## src/rtl/mips32_mem_arbiter.sv

```systemverilog
// mips32_mem_arbiter
// Shares one single-ported instruction/data memory among instruction fetch
// (if_*), MEM-stage data access (dm_*) and a program loader (ld_*).
// One access is in flight at a time: IDLE -> ISSUE -> [WAIT] -> RESP -> IDLE.
// Every output is a flop. An ack is a one-cycle pulse, and the matching rdata
// register updates in the same cycle.
//
// Ports:
//   clk1, rst_n                    clock, async active-low reset
//   if_req/if_addr                 fetch read request   -> if_ack/if_rdata
//   dm_req/dm_we/dm_addr/dm_wdata  data LW/SW request   -> dm_ack/dm_rdata
//   ld_req/ld_addr/ld_wdata        loader write request -> ld_ack
//   mem_en/mem_we/mem_addr/mem_wdata, mem_rdata   memory side
//   busy                           high whenever the FSM is not IDLE
//
// Build option: define MIPS32_ARB_LOADER_EN to let the loader arbitrate.
// When it is undefined, the ld_* inputs are ignored and ld_ack stays 0.
module mips32_mem_arbiter #(
    parameter int AW           = 10,
    parameter int DW           = 32,
    parameter int WAIT_STATES  = 0,
    parameter int STARVE_LIMIT = 4
) (
    input  logic          clk1,
    input  logic          rst_n,
    input  logic          if_req,
    input  logic [AW-1:0] if_addr,
    output logic          if_ack,
    output logic [DW-1:0] if_rdata,
    input  logic          dm_req,
    input  logic          dm_we,
    input  logic [AW-1:0] dm_addr,
    input  logic [DW-1:0] dm_wdata,
    output logic          dm_ack,
    output logic [DW-1:0] dm_rdata,
    input  logic          ld_req,
    input  logic [AW-1:0] ld_addr,
    input  logic [DW-1:0] ld_wdata,
    output logic          ld_ack,
    output logic          mem_en,
    output logic          mem_we,
    output logic [AW-1:0] mem_addr,
    output logic [DW-1:0] mem_wdata,
    input  logic [DW-1:0] mem_rdata,
    output logic          busy
);
    typedef enum logic [1:0] {S_IDLE, S_ISSUE, S_WAIT, S_RESP} state_t;
    typedef enum logic [1:0] {P_IF, P_DM, P_LD} port_t;

    localparam logic [3:0] WS_LOAD    = (WAIT_STATES > 0) ? 4'(WAIT_STATES - 1) : 4'd0;
    localparam logic [3:0] STARVE_MAX = 4'(STARVE_LIMIT);

    state_t        state_q, state_d;
    port_t         owner_q, owner_d;
    logic          we_q, we_d;
    logic [3:0]    wait_q, wait_d;
    logic [3:0]    starve_q, starve_d;
    logic          mem_en_q, mem_en_d, mem_we_q, mem_we_d;
    logic [AW-1:0] mem_addr_q, mem_addr_d;
    logic [DW-1:0] mem_wdata_q, mem_wdata_d;
    logic          if_ack_q, if_ack_d, dm_ack_q, dm_ack_d, ld_ack_q, ld_ack_d;
    logic [DW-1:0] if_rdata_q, if_rdata_d, dm_rdata_q, dm_rdata_d;
    logic          busy_q, busy_d;

    logic          ld_v, starve_hit, gnt_v, gnt_we, take;
    port_t         gnt_port;
    logic [AW-1:0] gnt_addr;
    logic [DW-1:0] gnt_wdata;

`ifdef MIPS32_ARB_LOADER_EN
    assign ld_v = ld_req;
`else
    logic unused_ld;
    assign ld_v      = 1'b0;
    assign unused_ld = ^{ld_req, ld_addr, ld_wdata};
`endif

    // Arbitration: ld > dm > if. Once fetch has lost STARVE_LIMIT times in a
    // row, it overrides everything.
    assign starve_hit = if_req && (starve_q == STARVE_MAX);

    always_comb begin
        gnt_v     = 1'b1;
        gnt_port  = P_IF;
        gnt_we    = 1'b0;
        gnt_addr  = if_addr;
        gnt_wdata = '0;
        if (!starve_hit && ld_v) begin
            gnt_port  = P_LD;
            gnt_we    = 1'b1;
            gnt_addr  = ld_addr;
            gnt_wdata = ld_wdata;
        end else if (!starve_hit && dm_req) begin
            gnt_port  = P_DM;
            gnt_we    = dm_we;
            gnt_addr  = dm_addr;
            gnt_wdata = dm_wdata;
        end else if (!if_req) begin
            gnt_v = 1'b0;
        end
    end

    assign take = (state_q == S_IDLE) && gnt_v;

    // State register
    always_ff @(posedge clk1 or negedge rst_n) begin
        if (!rst_n) state_q <= S_IDLE;
        else        state_q <= state_d;
    end

    // Next-state logic
    always_comb begin
        state_d = state_q;
        case (state_q)
            S_IDLE:  if (gnt_v) state_d = S_ISSUE;
            S_ISSUE: state_d = (WAIT_STATES > 0) ? S_WAIT : S_RESP;
            S_WAIT:  if (wait_q == 4'd0) state_d = S_RESP;
            S_RESP:  state_d = S_IDLE;
            default: state_d = S_IDLE;
        endcase
    end

    // Outputs and datapath. Every *_d here becomes a registered output.
    always_comb begin
        owner_d     = take ? gnt_port : owner_q;
        we_d        = take ? gnt_we : we_q;
        mem_en_d    = take;
        mem_we_d    = take && gnt_we;
        mem_addr_d  = take ? gnt_addr : mem_addr_q;
        mem_wdata_d = take ? gnt_wdata : mem_wdata_q;

        wait_d = wait_q;
        if (state_q == S_ISSUE)
            wait_d = WS_LOAD;
        else if (state_q == S_WAIT && wait_q != 4'd0)
            wait_d = wait_q - 4'd1;

        // Fetch's losing streak. It only counts IDLE cycles that grant
        // another port while fetch is waiting.
        starve_d = starve_q;
        if (state_q == S_IDLE) begin
            if (!if_req || (gnt_v && gnt_port == P_IF))
                starve_d = 4'd0;
            else if (gnt_v && starve_q != STARVE_MAX)
                starve_d = starve_q + 4'd1;
        end

        if_ack_d   = (state_q == S_RESP) && (owner_q == P_IF);
        dm_ack_d   = (state_q == S_RESP) && (owner_q == P_DM);
        ld_ack_d   = (state_q == S_RESP) && (owner_q == P_LD);
        if_rdata_d = if_ack_d ? mem_rdata : if_rdata_q;
        dm_rdata_d = (dm_ack_d && !we_q) ? mem_rdata : dm_rdata_q;
        busy_d     = (state_d != S_IDLE);
    end

    always_ff @(posedge clk1 or negedge rst_n) begin
        if (!rst_n) begin
            owner_q     <= P_IF;
            we_q        <= 1'b0;
            wait_q      <= 4'd0;
            starve_q    <= 4'd0;
            mem_en_q    <= 1'b0;
            mem_we_q    <= 1'b0;
            mem_addr_q  <= '0;
            mem_wdata_q <= '0;
            if_ack_q    <= 1'b0;
            dm_ack_q    <= 1'b0;
            ld_ack_q    <= 1'b0;
            if_rdata_q  <= '0;
            dm_rdata_q  <= '0;
            busy_q      <= 1'b0;
        end else begin
            owner_q     <= owner_d;
            we_q        <= we_d;
            wait_q      <= wait_d;
            starve_q    <= starve_d;
            mem_en_q    <= mem_en_d;
            mem_we_q    <= mem_we_d;
            mem_addr_q  <= mem_addr_d;
            mem_wdata_q <= mem_wdata_d;
            if_ack_q    <= if_ack_d;
            dm_ack_q    <= dm_ack_d;
            ld_ack_q    <= ld_ack_d;
            if_rdata_q  <= if_rdata_d;
            dm_rdata_q  <= dm_rdata_d;
            busy_q      <= busy_d;
        end
    end

    assign if_ack    = if_ack_q;
    assign if_rdata  = if_rdata_q;
    assign dm_ack    = dm_ack_q;
    assign dm_rdata  = dm_rdata_q;
    assign ld_ack    = ld_ack_q;
    assign mem_en    = mem_en_q;
    assign mem_we    = mem_we_q;
    assign mem_addr  = mem_addr_q;
    assign mem_wdata = mem_wdata_q;
    assign busy      = busy_q;

endmodule

```

## config.mk

```make
export PLATFORM = sky130hd
export DESIGN_NAME = mips32_mem_arbiter
export DESIGN_NICKNAME = d
export VERILOG_FILES = /design/src/rtl/mips32_mem_arbiter.sv
export SDC_FILE = /design/constraint.sdc
export NUM_CORES = 1
export LEC_CHECK = 0
export CAP_MARGIN = 20
export CORE_UTILIZATION = 55
export DETAILED_ROUTE_END_ITERATION = 7
export DONT_BUFFER_PORTS = 1
export PLACE_DENSITY = 0.73
export SLEW_MARGIN = 20
export SYNTH_ARGS = -nofsm -noshare
export SYNTH_HDL_FRONTEND = slang
export SYNTH_SLANG_ARGS = --single-unit
```

## constraint.sdc

```tcl
create_clock -name clk1 -period 1.55 [get_ports clk1]
set_input_delay 0.2325 -clock clk1 [delete_from_list [all_inputs] [get_ports clk1]]
set_output_delay 0.2325 -clock clk1 [all_outputs]
set_load 0.01 [all_outputs]
```

==> impl_metrics.toml <==
# flow metrics
[outcome]
status = "complete, but fails checks"
violations = "hold timing"

[synth]
xor_share_pct = 0
yosys_warnings = 0
synth_area_per_cell_um2 = 14.1
yosysUniqueCellTypes = 36
synth-simple-area-share_pct = 6.35

[job]
warning_count = 80

[setup_path]
worstRegToRegCells = 6
path_max_fanout = 5

[route]
via_per_inst = 5.89
drt_iter0_markers = 123

[final_timing]
hold_ws_ns = -0.570
skew_ns = 0.00745
setup_violations = 0
hold_viol = 123

[floorplan]
die_h_um = 96.4
die_area_mm2 = 0.00930

[clock_network]
clock_latency_ns = 0.50
htree_levels = 4

[power_and_ir_drop]
seq-power_mw = 6.75
clock_net_power_mw = 3.67
vdd_drop_max_v = 0.00124

[placed_design]
dp_hpwl_um = 6700
## metrics by stage
step           util [%]  hold slack, ns  cell area (um^2)  setup WS, ns
6_report           78.2          -0.570              6790       0.00927
5_1_grt            78.2          -0.608              6790       -0.0360
3_3_place_gp       58.9         -0.0610              5110      -0.00691
3_5_place_dp       58.9         -0.0610              5110       -0.0403
4_1_cts            75.8          -0.594              6580        0.0115
2_1_floorplan         -         -0.0631              4910        0.0306
## repair_timing
item                                   CTS  global route
gates cloned                             1             5
setup buffers                            0             1
pin swaps                                0             3
setup endpoints to repair               33            94
resized                                  7            21
endpoints found under the hold margin  234           123
## layer usage
metal  up-vias  wire, um
li1       1475         -
met4         0       201
met1      1703      4580
met5         -         0
met2       188      6710
met3        27      1100
## area by class of cell
type | instances | area [um^2] | share of cell area, %
Timing Repair Buffer | 112 | 1250 | 18.4
Sequential cell | 123 | 3080 | 45.4
Inverter | 12 | 50.0 | 0.738
Clock buffer | 21 | 469 | 6.91
Clock inverter | 10 | 91.3 | 1.35
Multi-Input combinational cell | 190 | 1710 | 25.3
Tap cell | 108 | 135 | 1.99
## worst max path at each step
stage	to	slack (ns)
floorplan	dm_rdata[10]	0.03
global placement	dm_rdata[31]	-0.007
detailed placement	dm_rdata[24]	-0.04
CTS	dm_rdata[9]	0.01
global route	if_rdata[28]	-0.04
finish	if_rdata[13]	0.009
## state kept, by name (all words and copies together) (netlist names)
name       count
mem_en         1
dm_rdata      32
mem_we         1
mem_addr      10
we_q           1
if_ack         1
dm_ack         1
state_q        2
owner_q        1
mem_wdata     32
busy           1
wait_q         4
if_rdata      32
starve_q       4
Fig. 1: nets reached from selected ports
Scale: 3 px per um.
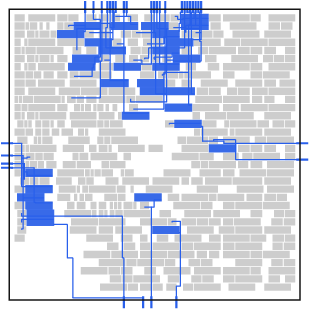
legend:
  `mem_wdata`:
    colour: blue
    bits: 32
    direction: output
    end_cells: 32
    buffers: 0
    wire: 1020 um
Port Buffers: 0
I/O pin count: 244

Fig. 2: metal layers overlaid
Scale: 4 px per um. Only two layers are drawn.
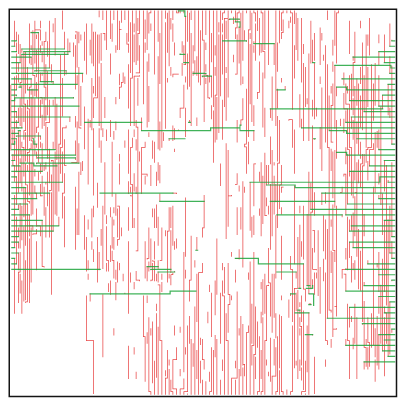
legend:
  M2:
    colour: red
    wire_length: 6710 um
  M3:
    colour: green
    wire_length: 1100 um
detailed-route wire length: 12600 um
mean routed wirelength per cell: 21.9 um
Vias: 3393
GR Util All Layers: 25.0%

Fig. 3: cells by drive strength
Scale: 4 px per um.
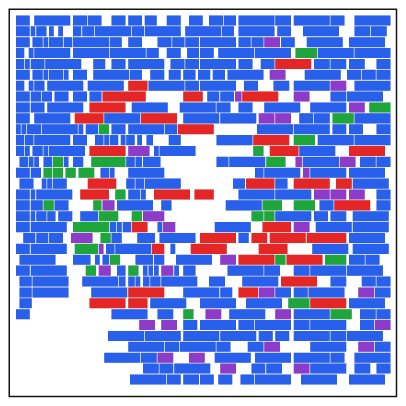
legend:
  x6 and larger:
    colour: red
    cells: 38
    most_used: clkbuf_16
  x3 and x4:
    colour: green
    cells: 33
    most_used: buf_4
  x1 and smaller:
    colour: blue
    cells: 360
    most_used: dfrtp_1
  x2:
    colour: purple
    cells: 37
    most_used: mux2_2
fin area: 0.00679 mm^2
worst setup margin: 0.00927 ns
Non-CTS buffers: 112
synthesis-to-layout area growth: 38.3%

